==> config.mk <==
export PLATFORM = sky130hd
export DESIGN_NAME = nline_prefetcher_flat
export DESIGN_NICKNAME = d
export VERILOG_FILES = /design/src/rtl/nline_pf_pkg.sv /design/src/rtl/nline_prefetcher_if.sv /design/src/rtl/pf_fifo.sv /design/src/rtl/nline_prefetcher.sv /design/src/flat_wrapper.sv
export SDC_FILE = /design/constraint.sdc
export NUM_CORES = 1
export LEC_CHECK = 0
export CAP_MARGIN = 10
export CORE_AREA = 2 2 237 239
export CTS_CLUSTER_DIAMETER = 40
export DETAILED_ROUTE_END_ITERATION = 12
export DIE_AREA = 0 0 239 241
export SLEW_MARGIN = 0
export SYNTH_ARGS = -nofsm -noshare
export SYNTH_HDL_FRONTEND = slang
export SYNTH_SLANG_ARGS = --single-unit
export TNS_END_PERCENT = 10
==> constraint.sdc <==
create_clock -name clk -period 7.9 [get_ports clk]
set_clock_uncertainty 0.2 [all_clocks]
set_input_delay 1.58 -clock clk [delete_from_list [all_inputs] [get_ports clk]]
set_output_delay 1.58 -clock clk [all_outputs]
set_load 0.1 [all_outputs]
run_1/m1.png
Bar = 50 um.
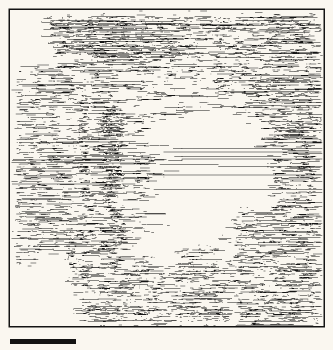
- nets with wire on the layer: 2359
- wire length on this layer: 23.4 mm
- share of all routed wire: 39%
- main direction: horizontal
- longest straight run: 129 um
met1 GRT Util: 23.9%
via count: 14200
total wire length: 59400 um

run_1/m2.png
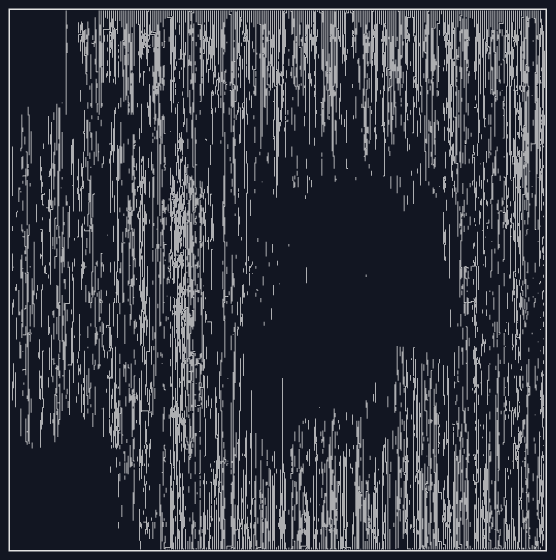
- main direction: vertical
- longest straight run: 104 um
- wire length on this layer: 28.6 mm
- share of all routed wire: 48%
M2 GR Usage: 32.7%

run_1/m3.png
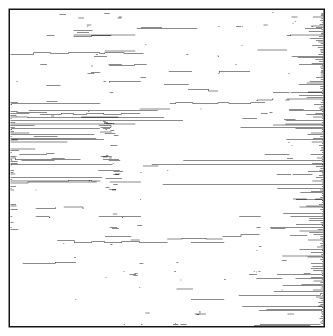
- main direction: horizontal
- share of all routed wire: 8.6%
met3 usage: 7.32%

==> impl_metrics.tcl, run 1 <==
# collected from the flow reports
set metrics [dict create \
    final_cells 3078 \
    ctsHoldBuffers 0 \
    ios 619 \
    ff2ff_setup_slack_ns 3.99 \
    routed.top_layer "met5" \
    final_layout_size_suffix_gt1_share_pct 7.42 \
    grt_pass1_wl_um 87000 \
    clock_path_buffers 3 \
    critPathMaxStageDelay_ns 0.72 \
    rsz0062_at_grt "false" \
    setup_viol 0 \
    vias_per_cell 4.60 \
    post-route-period-util_pct 65.6 \
    htree_levels 3 \
    post-place-cells 2945 \
    regArea_um2 11600 \
    final_cell_area_um2 26900 \
    critical_path_arrival_ns 5.44 \
    first_pass_iters 5 \
    cts.sinks 440 \
    holdWs_ns 0.267 \
    cp.required_ns 8.16 \
    common_cells "nand2_1 (881), dfrtp_1 (328), edfxtp_1 (112)" \
    wl_met2_um 28600 \
    logic_family "simple AND/OR/NAND/NOR gates" \
    status "complete, no violations" \
    slew_viol_final 0 \
    clk_share_pct 9.25 \
    synth_flops 440 \
    area_growth_pct 51.8 \
    die_area_um2 57600 \
    cp-end-kind "register" \
    nFillCells 4919 \
    postLayoutCoreUtil_pct 49.0 \
    clk_latency_ns 0.59 \
    drt_iter0_drc 924 \
    n_all_inverters 14 \
    criticalPathCategory "input port to register" \
    worst-path-stages 10 \
    fp-utilization_pct 32.3 \
    antenna_found_initial 3 \
    lay_top_cells "nand2_1 (881), clkdlybuf4s50_1 (601), dfrtp_1 (328), edfxtp_1 (112), clkbuf_16 (78)" \
    wl_met1_um 23400 \
    clock_buffers 93 \
    synth_area_um2 17700 \
    place_area_um2 24400 \
    relSlewSlack_pct 21.4 \
    drc 0 \
    crit_fanout 18 \
    synthAoiAreaFrac_pct 2.88 \
    wl_per_cell_um 19.3 \
    core-area_um2 54900 \
    cts_root_buf "clkbuf_16" \
    largest_register_ffs 256 \
    flop_cell "dfrtp_1" \
    synthArstFlopShare_pct 74.5 \
    critical_path.top_delay_family "buffers and inverters" \
    port_buffers 603 \
    path_buffers 3 \
    logic_gate_count 1171 \
    seq_share_pct 43.0 \
    synth_cells 1709 \
    mux_share_pct 3.94 \
    final_common_cell "nand2_1" \
    preCtsSetupSlack_ns 2.14 \
    cap_viol_max_count 0 \
    finalWorstSetupSlack_ns 2.72 \
    synthSimpleGateAreaFrac_pct 23.1 \
    tap_cells 704 \
    largestClassByArea "sequential cells" \
    antenna_left 0 \
    fin_tns_setup_ns 0 \
    signal_buffers 616 \
    die-width_um 239 \
]
run_1/m4.png
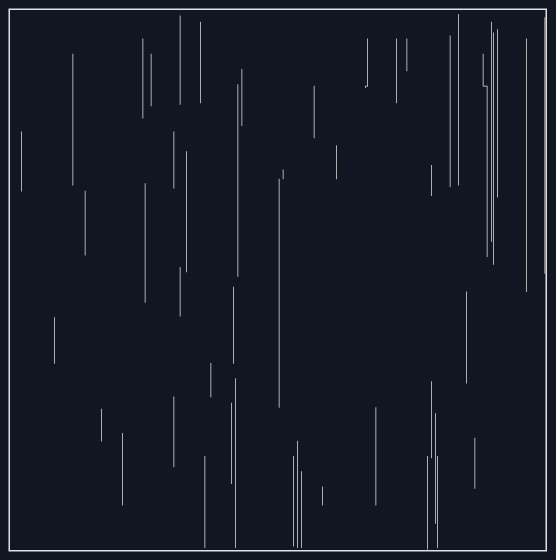

## Run 2: what changed since run 1
==> constraint.sdc (replaced) <==
create_clock -name clk -period 4.2 [get_ports clk]
set_clock_uncertainty 0.2 [all_clocks]
set_input_delay 0.84 -clock clk [delete_from_list [all_inputs] [get_ports clk]]
set_output_delay 0.84 -clock clk [all_outputs]
set_load 0.1 [all_outputs]
run_2/m4.png
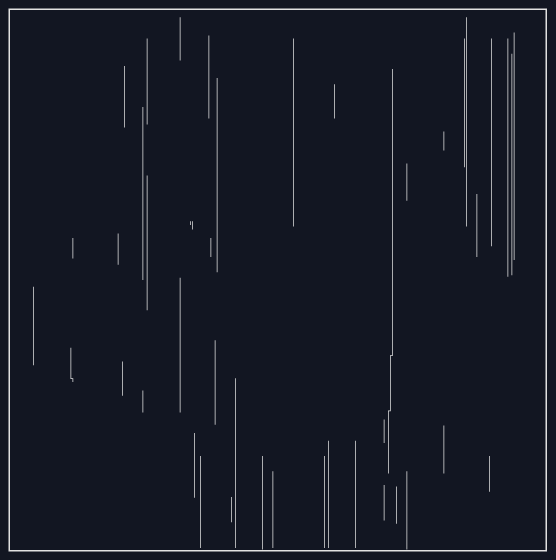
- longest straight run: 128 um
- main direction: vertical
via count: 14200
total wire length: 58800 um

==> impl_metrics.tcl, run 2 <==
# collected from the flow reports
set metrics [dict create \
    logic_gate_count 1171 \
    final_common_cell "nand2_1" \
    clock_buffers 96 \
    clk_latency_ns 0.62 \
    fp-utilization_pct 32.3 \
    postLayoutCoreUtil_pct 49.4 \
    ys_top_cells_by_area "dfrtp_1 (46%), edfxtp_1 (19%), nand2_1 (19%)" \
    ff2ff_setup_slack_ns 1.12 \
    n_all_inverters 14 \
    antenna_found_initial 1 \
    mux_share_pct 3.94 \
    use_met2_pct 33.3 \
    grt_pass1_wl_um 86000 \
    slew_viol_final 0 \
    port_buffers 603 \
    critPathMaxStageDelay_ns 1.26 \
    regArea_um2 11600 \
    cp-end-kind "primary output" \
    final_cells 3101 \
    cts.sinks 440 \
    largest_register_ffs 256 \
    wl_met1_um 22900 \
    grt_util_all_layers_pct 19.7 \
    nFillCells 4911 \
    rsz0062_at_grt "false" \
    path_buffers 1 \
    seq_share_pct 42.7 \
    grtUsageMet1_pct 23.0 \
    place_area_um2 24500 \
    wl_per_cell_um 18.9 \
    final_cell_area_um2 27100 \
    die_area_um2 57600 \
    logic_family "simple AND/OR/NAND/NOR gates" \
    synthSimpleGateAreaFrac_pct 23.1 \
    criticalPathCategory "register to primary output" \
    synthArstFlopShare_pct 74.5 \
    fin_tns_setup_ns 0 \
    grt_util_met3_pct 6.51 \
    crit_fanout 8 \
    first_pass_iters 5 \
    finalWorstSetupSlack_ns 0.761 \
    setup_viol 0 \
    post-route-period-util_pct 81.9 \
    relSlewSlack_pct 20.7 \
    cp.required_ns 3.16 \
    drt_iter0_drc 911 \
    critical_path.top_delay_family "buffers and inverters" \
    lay_top_cells "nand2_1 (881), clkdlybuf4s50_1 (597), dfrtp_1 (328), edfxtp_1 (112), clkbuf_16 (78)" \
    synth_flops 440 \
    ctsHoldBuffers 0 \
    critical_path_arrival_ns 2.40 \
    cts_root_buf "clkbuf_16" \
    comb_share_pct 21.1 \
    nonClkBufAreaFrac_pct 23.3 \
    status "complete, no violations" \
    wl_met2_um 29200 \
    antenna_left 0 \
    die-width_um 239 \
    synth_cells 1709 \
    cap_viol_max_count 0 \
    htree_levels 3 \
    synthAoiAreaFrac_pct 2.88 \
    tap_cells 704 \
    worst-path-stages 1 \
    tool_warnings 34 \
    flop_cell "dfrtp_1" \
    signal_buffers 632 \
    final_layout_size_suffix_gt1_share_pct 8.31 \
    ys_sh_xor_pct 1.38 \
    ios 619 \
    routed.top_layer "met4" \
    grt_max_degree 153 \
    post-place-cells 2961 \
    clock_path_buffers 3 \
    largestClassByArea "sequential cells" \
    core-area_um2 54900 \
    clk_share_pct 9.43 \
    drc 0 \
    yosys-stat-area_um2 17700 \
    area_growth_pct 53.0 \
]
